### src/rtl/elev_pkg.sv
// Shared types and output codes for the elevator scheduler.
package elev_pkg;

  typedef enum logic [1:0] {
    IDLE    = 2'b00,
    MOVE_UP = 2'b01,
    MOVE_DN = 2'b10,
    DOOR    = 2'b11
  } state_t;

  typedef enum logic [1:0] {
    DIR_NONE = 2'b00,
    DIR_UP   = 2'b01,
    DIR_DN   = 2'b10
  } dir_t;

  localparam logic [1:0] MOTOR_STOP = 2'b00;
  localparam logic [1:0] MOTOR_UP   = 2'b01;
  localparam logic [1:0] MOTOR_DN   = 2'b10;

endpackage

### src/rtl/elev_door_timer.sv
// Door dwell counter: load/hold to DOOR_CYCLES-1, decrement while enabled, done at zero.
module elev_door_timer #(
  parameter int unsigned DOOR_CYCLES = 8
) (
  input  logic clk,
  input  logic reset,
  input  logic i_load,
  input  logic i_hold,
  input  logic i_en,
  output logic o_done
);

  localparam int unsigned        CNT_W = $clog2(DOOR_CYCLES);
  localparam logic [CNT_W-1:0] LOAD  = CNT_W'(DOOR_CYCLES - 1);

  logic [CNT_W-1:0] r_cnt;

  always_ff @(posedge clk) begin
    if (!reset) begin
      r_cnt <= '0;
    end else if (i_load || i_hold) begin
      r_cnt <= LOAD;
    end else if (i_en && (r_cnt != '0)) begin
      r_cnt <= r_cnt - 1'b1;
    end
  end

  // A held door never reports done, even if the count happens to be zero.
  assign o_done = (r_cnt == '0) && !i_hold;

endmodule

### src/rtl/elevator_scheduler.sv
// SCAN-policy single-car elevator controller: call latching, direction, stops, door dwell.
// Optional door_hold input enabled by defining ELEV_DOOR_HOLD_EN.
module elevator_scheduler
  import elev_pkg::*;
#(
  parameter int unsigned NUM_FLOORS  = 4,
  parameter int unsigned FLOOR_W     = 2,
  parameter int unsigned DOOR_CYCLES = 8
) (
  input  logic                  clk,
  input  logic                  reset,
  input  logic [NUM_FLOORS-1:0] car_req,
  input  logic [NUM_FLOORS-1:0] hall_up,
  input  logic [NUM_FLOORS-1:0] hall_dn,
  input  logic [FLOOR_W-1:0]    floor,
  input  logic                  at_floor,
`ifdef ELEV_DOOR_HOLD_EN
  input  logic                  door_hold,
`endif
  output logic [1:0]            motor,
  output logic                  door_open,
  output logic [1:0]            dir,
  output logic [1:0]            state,
  output logic [NUM_FLOORS-1:0] car_pend,
  output logic [NUM_FLOORS-1:0] up_pend,
  output logic [NUM_FLOORS-1:0] dn_pend
);

  state_t r_state, w_state_nxt;
  dir_t   r_dir, w_dir_nxt, w_serve_dir;
  logic   w_serve;
  logic [1:0] r_motor, w_motor_nxt;
  logic   r_door_open;
  logic [NUM_FLOORS-1:0] r_car_pend, r_up_pend, r_dn_pend;
  logic [NUM_FLOORS-1:0] w_car_m, w_up_m, w_dn_m, w_any_lat, w_any_m, w_floor_oh;
  logic [NUM_FLOORS-1:0] w_clr_car, w_clr_up, w_clr_dn;
  logic w_car_here, w_up_here, w_dn_here;
  logic w_above_lat, w_below_lat, w_above_m, w_below_m;
  logic w_timer_load, w_timer_hold, w_timer_done;

  function automatic logic f_above(input logic [NUM_FLOORS-1:0] v, input logic [FLOOR_W-1:0] f);
    logic r;
    r = 1'b0;
    for (int unsigned i = 0; i < NUM_FLOORS; i++)
      if ((i > 32'(f)) && v[i]) r = 1'b1;
    return r;
  endfunction

  function automatic logic f_below(input logic [NUM_FLOORS-1:0] v, input logic [FLOOR_W-1:0] f);
    logic r;
    r = 1'b0;
    for (int unsigned i = 0; i < NUM_FLOORS; i++)
      if ((i < 32'(f)) && v[i]) r = 1'b1;
    return r;
  endfunction

  // Merged vectors include this cycle's requests; idle travel decisions use latched calls only.
  assign w_car_m     = r_car_pend | car_req;
  assign w_up_m      = r_up_pend | hall_up;
  assign w_dn_m      = r_dn_pend | hall_dn;
  assign w_any_lat   = r_car_pend | r_up_pend | r_dn_pend;
  assign w_any_m     = w_car_m | w_up_m | w_dn_m;
  assign w_floor_oh  = {{(NUM_FLOORS-1){1'b0}}, 1'b1} << floor;
  assign w_car_here  = |(w_car_m & w_floor_oh);
  assign w_up_here   = |(w_up_m & w_floor_oh);
  assign w_dn_here   = |(w_dn_m & w_floor_oh);
  assign w_above_lat = f_above(w_any_lat, floor);
  assign w_below_lat = f_below(w_any_lat, floor);
  assign w_above_m   = f_above(w_any_m, floor);
  assign w_below_m   = f_below(w_any_m, floor);

`ifdef ELEV_DOOR_HOLD_EN
  assign w_timer_hold = (r_state == DOOR) && door_hold;
`else
  assign w_timer_hold = 1'b0;
`endif
  assign w_timer_load = (w_state_nxt == DOOR) && (r_state != DOOR);

  elev_door_timer #(.DOOR_CYCLES(DOOR_CYCLES)) u_door_timer (
    .clk    (clk),
    .reset  (reset),
    .i_load (w_timer_load),
    .i_hold (w_timer_hold),
    .i_en   (r_state == DOOR),
    .o_done (w_timer_done)
  );

  always_comb begin
    w_state_nxt = r_state;
    w_dir_nxt   = r_dir;
    w_serve     = 1'b0;
    w_serve_dir = r_dir;
    unique case (r_state)
      IDLE: begin
        if (at_floor && (w_car_here || w_up_here || w_dn_here)) begin
          w_state_nxt = DOOR;
          w_dir_nxt   = DIR_NONE;
          w_serve     = 1'b1;
          w_serve_dir = DIR_NONE;
        end else if (r_dir == DIR_UP && w_above_lat) begin
          w_state_nxt = MOVE_UP;
        end else if (r_dir == DIR_DN && w_below_lat) begin
          w_state_nxt = MOVE_DN;
        end else if (w_above_lat) begin
          w_state_nxt = MOVE_UP;
          w_dir_nxt   = DIR_UP;
        end else if (w_below_lat) begin
          w_state_nxt = MOVE_DN;
          w_dir_nxt   = DIR_DN;
        end else begin
          w_dir_nxt   = DIR_NONE;
        end
      end
      MOVE_UP: begin
        if (at_floor) begin
          if (w_car_here || w_up_here) begin
            w_state_nxt = DOOR;
            w_serve     = 1'b1;
            w_serve_dir = DIR_UP;
          end else if (w_dn_here && !w_above_m) begin
            w_state_nxt = DOOR;
            w_dir_nxt   = DIR_DN;
            w_serve     = 1'b1;
            w_serve_dir = DIR_DN;
          end else if (floor == FLOOR_W'(NUM_FLOORS - 1)) begin
            w_state_nxt = IDLE;
          end
        end
      end
      MOVE_DN: begin
        if (at_floor) begin
          if (w_car_here || w_dn_here) begin
            w_state_nxt = DOOR;
            w_serve     = 1'b1;
            w_serve_dir = DIR_DN;
          end else if (w_up_here && !w_below_m) begin
            w_state_nxt = DOOR;
            w_dir_nxt   = DIR_UP;
            w_serve     = 1'b1;
            w_serve_dir = DIR_UP;
          end else if (floor == '0) begin
            w_state_nxt = IDLE;
          end
        end
      end
      DOOR: begin
        // Keep serving the open floor so matching calls never latch during dwell.
        w_serve     = 1'b1;
        w_serve_dir = r_dir;
        if (w_timer_done) w_state_nxt = IDLE;
      end
      default: w_state_nxt = IDLE;
    endcase
  end

  always_comb begin
    w_motor_nxt = MOTOR_STOP;
    if (w_state_nxt == MOVE_UP) w_motor_nxt = MOTOR_UP;
    else if (w_state_nxt == MOVE_DN) w_motor_nxt = MOTOR_DN;
  end

  assign w_clr_car = w_serve ? w_floor_oh : '0;
  assign w_clr_up  = (w_serve && w_serve_dir != DIR_DN) ? w_floor_oh : '0;
  assign w_clr_dn  = (w_serve && w_serve_dir != DIR_UP) ? w_floor_oh : '0;

  always_ff @(posedge clk) begin
    if (!reset) begin
      r_state     <= IDLE;
      r_dir       <= DIR_NONE;
      r_motor     <= MOTOR_STOP;
      r_door_open <= 1'b0;
      r_car_pend  <= '0;
      r_up_pend   <= '0;
      r_dn_pend   <= '0;
    end else begin
      r_state     <= w_state_nxt;
      r_dir       <= w_dir_nxt;
      r_motor     <= w_motor_nxt;
      r_door_open <= (w_state_nxt == DOOR);
      r_car_pend  <= w_car_m & ~w_clr_car;
      r_up_pend   <= w_up_m & ~w_clr_up;
      r_dn_pend   <= w_dn_m & ~w_clr_dn;
    end
  end

  assign motor     = r_motor;
  assign door_open = r_door_open;
  assign dir       = r_dir;
  assign state     = r_state;
  assign car_pend  = r_car_pend;
  assign up_pend   = r_up_pend;
  assign dn_pend   = r_dn_pend;

endmodule
### config.mk
export PLATFORM = sky130hd
export DESIGN_NAME = elevator_scheduler
export DESIGN_NICKNAME = d
export VERILOG_FILES = /design/src/rtl/elev_pkg.sv /design/src/rtl/elev_door_timer.sv /design/src/rtl/elevator_scheduler.sv
export SDC_FILE = /design/constraint.sdc
export NUM_CORES = 1
export LEC_CHECK = 0
export ABC_CLOCK_PERIOD_IN_PS = 3730
export CAP_MARGIN = 0
export CORE_ASPECT_RATIO = 1.75
export CORE_UTILIZATION = 40
export DETAILED_ROUTE_END_ITERATION = 10
export PLACE_DENSITY = 0.75
export SYNTH_ARGS = -nofsm -noshare
export SYNTH_HDL_FRONTEND = slang
export SYNTH_SLANG_ARGS = --single-unit
export TNS_END_PERCENT = 5
### constraint.sdc
create_clock -name clk -period 3.73 [get_ports clk]
set_input_delay 0.746 -clock clk [delete_from_list [all_inputs] [get_ports clk]]
set_output_delay 0.746 -clock clk [all_outputs]
set_load 0.03 [all_outputs]
Fig. 1: cells coloured by class
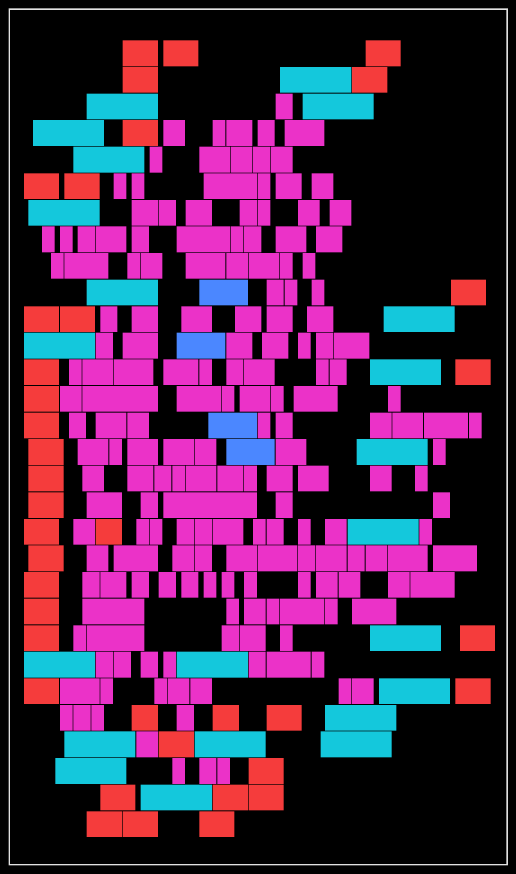
| colour | class | cells |
|---|---|---|
| red | remaining buffers and delay cells | 38 |
| cyan | sequential cells | 22 |
| blue | clock drivers and dummy loads | 4 |
| magenta | combinational and other logic | 178 |

Fig. 2: selected gate families
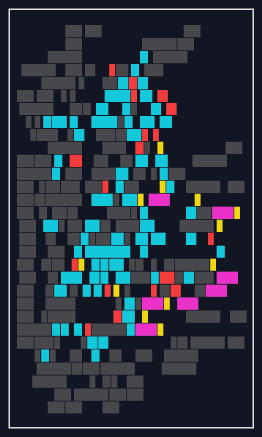
| colour | family | cells |
|---|---|---|
| yellow | inv cells | 12 |
| cyan | aoi and oai cells | 64 |
| red | nand cells | 18 |
| magenta | fa/ha/maj cells | 7 |

Fig. 3: register map, names as in the netlist
Other sequential cells in the stronger grey, the rest of the logic in the fainter grey.
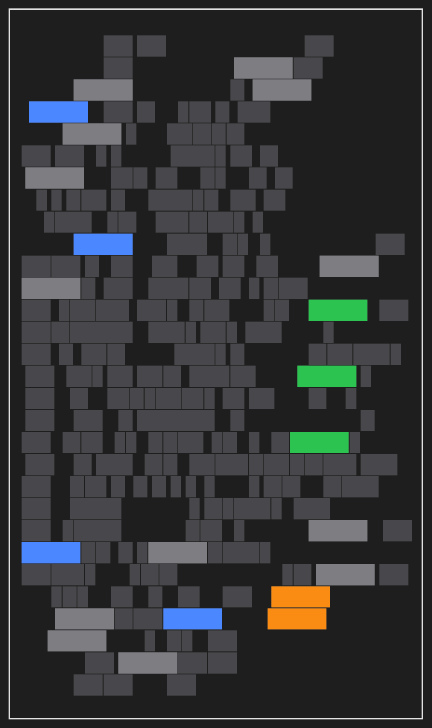
| colour | netlist name | flops |
|---|---|---|
| orange | state | 2 |
| green | u_door_timer.r_cnt | 3 |
| blue | up_pend | 4 |
not coloured: 13

Fig. 4: routed clock nets over the placement
Scale bar: 20 um.
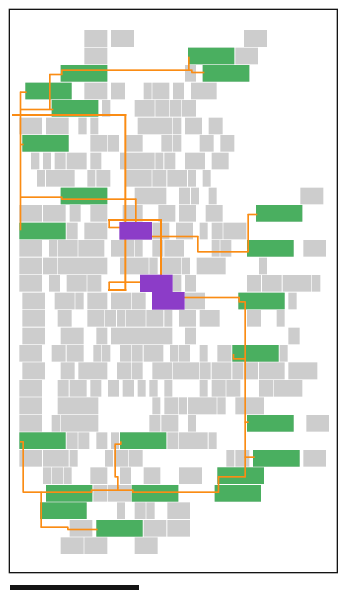
[green] flip-flops | count: 22
[purple] clock drivers | count: 3
[orange] clock wires | length: 303 um
flops lie: spread over the die

==> run_results.csv <==
group,metric,value,unit
run_status,outcome,"finished, final reports clean",
sta,rsz0062_at_grt,"no",
layout,multi_input_comb_area,1140,um2
global_routing,wire_length_of_the_first_global_routing_pass,7.92,mm
layout,seq_area,440,um2
floorplan,die.size.x,50.8,um
cts,post_cts_hold_buffer_count,0,
global_routing,pin_count_of_the_biggest_net_entering_global_routing,15,
worst_setup_path,worstSetupPathType,"in -> reg",
pwr,p_leak,0.000778,uW
sta,layout_min_cycle_time,3.35,ns
global_routing,first_global_vias,1669,
cts,cts_buffer_depth,2,
cts,cts_root_buf,"sky130_fd_sc_hd__clkbuf_8",
layout,total_of_fill_cells_in_the_finished_design,386,
pwr,p_per_area,766,nW/um2
yosys,synth.yosys.chip_area,1670,um2
placed_design,placed_cells_incl_taps,286,
worst_setup_path,timing.critical_path.from_type,"input pin",
placed_design,place.gp.congestion,0.926,
placed_design,port_buffers,35,
global_routing,grt.total_usage,23.8,%
yosys,ff_type,"sky130_fd_sc_hd__dfxtp_1",
floorplan,count_of_standard_cell_rows,30,
flow_run,tool_warnings,30,
cts,clk_latency,0.26,ns
layout,antenna_cells_inserted,0,
yosys,async_flop_share,0,%
routing,drc_violation_count_after_routing,0,
yosys,yosysCellCount,207,
worst_setup_path,worst_path_required_time,3.92,ns
yosys,syn-mean-instance-area,8.05,um2
cts,cts_resized,0,
cts,cts_htree_levels,1,
layout,layout_top_cells_excl_fill_tap,"sky130_fd_sc_hd__clkdlybuf4s50_1 (35), sky130_fd_sc_hd__nor2_1 (30), sky130_fd_sc_hd__dfxtp_1 (22), sky130_fd_sc_hd__a21oi_1 (17), sky130_fd_sc_hd__inv_1 (12)",
yosys,synth-edff-count,0,
sta,relSlewSlack,65.7,%
sta,totalNegativeSetupSlack,0,ns
routing,drt_iter0_markers,114,
routing,detailedRoute.firstPassIterationCount,7,
yosys,postSynthNetCount,231,
Yosys cell counts (all sizes together), types with 5 or more instances:
library cell | n | area share [%]
a21oi | 18 | 5.6
a31oi | 6 | 2.3
buf | 5 | 1.7
dfxtp | 22 | 26
ha | 7 | 5.3
inv | 12 | 2.7
nand2 | 10 | 2.3
nor2 | 31 | 7.1
nor3 | 8 | 3.1
nor4 | 6 | 3.5
o21ai | 11 | 3.3
o22ai | 6 | 2.6
flip-flops by register name, summed over array words and instances, names as in the netlist:
signal / cells
up_pend: 4
dir: 2
door_open: 1
car_pend: 4
u_door_timer.r_cnt: 3
state: 2
motor: 2
dn_pend: 4
metrics by stage:
stage / worst slack [ns] / hold WS [ns] / instance area, um2 / total power [uW]
6_report: 0.380 / 0.538 / 2110 / 1620
5_1_grt: 0.269 / 0.574 / 2110 / 1720
3_3_place_gp: 0.205 / 0.523 / 2060 / 1420
4_1_cts: 0.442 / 0.549 / 2110 / 1610
2_1_floorplan: 1.07 / 0.524 / 1670 / 1110
3_5_place_dp: 0.150 / 0.530 / 2060 / 1430
worst paths after layout:
kind | startpoint | endpoint | slack [ns] | cells past startpoint
worst max-delay path | floor[0] | up_pend[3]$_SDFF_PN0_ | 0.38 | 8
worst min-delay path | dn_pend[0]$_SDFF_PN0_ | dn_pend[0]$_SDFF_PN0_ | 0.54 | 2
worst max register to register | state[0]$_SDFF_PN0_ | up_pend[3]$_SDFF_PN0_ | 1.16 | 8
worst min register to register | dn_pend[0]$_SDFF_PN0_ | dn_pend[0]$_SDFF_PN0_ | 0.54 | 2
layout make-up:
cell class                 instances  area share, %
clock buffer                       4           2.61
inverter                          12           2.13
timing repair buffer              38           17.6
multi-input combinational        166           53.9
tap                               48           2.84
sequential                        22           20.8
power by group:
part / internal (uW) / leakage (uW) / switching (uW) / total (uW)
clock: 94.1 / 0.0000288 / 78.2 / 172
combinational: 413 / 0.000565 / 602 / 1020
sequential: 326 / 0.000184 / 105 / 431
total: 834 / 0.000778 / 785 / 1620
critical path, cell delays in order:
cell and delay (ns):
sky130_fd_sc_hd__clkdlybuf4s50_1 0.60, sky130_fd_sc_hd__nor4bb_1 0.24, sky130_fd_sc_hd__or4_4 0.55, sky130_fd_sc_hd__nor4_4 0.46
sky130_fd_sc_hd__o211ai_2 0.14, sky130_fd_sc_hd__a311oi_2 0.30, sky130_fd_sc_hd__o211ai_1 0.28, sky130_fd_sc_hd__a21oi_1 0.23
per-layer routing:
metal	GRT usage [%]	part of all wire (%)	up-vias
met5	0	0	-
met4	14.6	6.6	0
met3	2.62	4.7	35
met2	45.9	53	87
met1	23.3	35	828
li1	-	-	860
cell families after synthesis:
group	Yosys count	synth area share [%]
adders and majority gates	7	5.26
muxes	1	0.676
and+or+nand+nor	79	26.6
buffers and inverters	19	5.18
AOI/OAI and AO/OA	78	35.4
DFF	22	26.4
xor gates and xnor gates	1	0.526
No activity file was given, so power comes from the tool's default toggle rates.
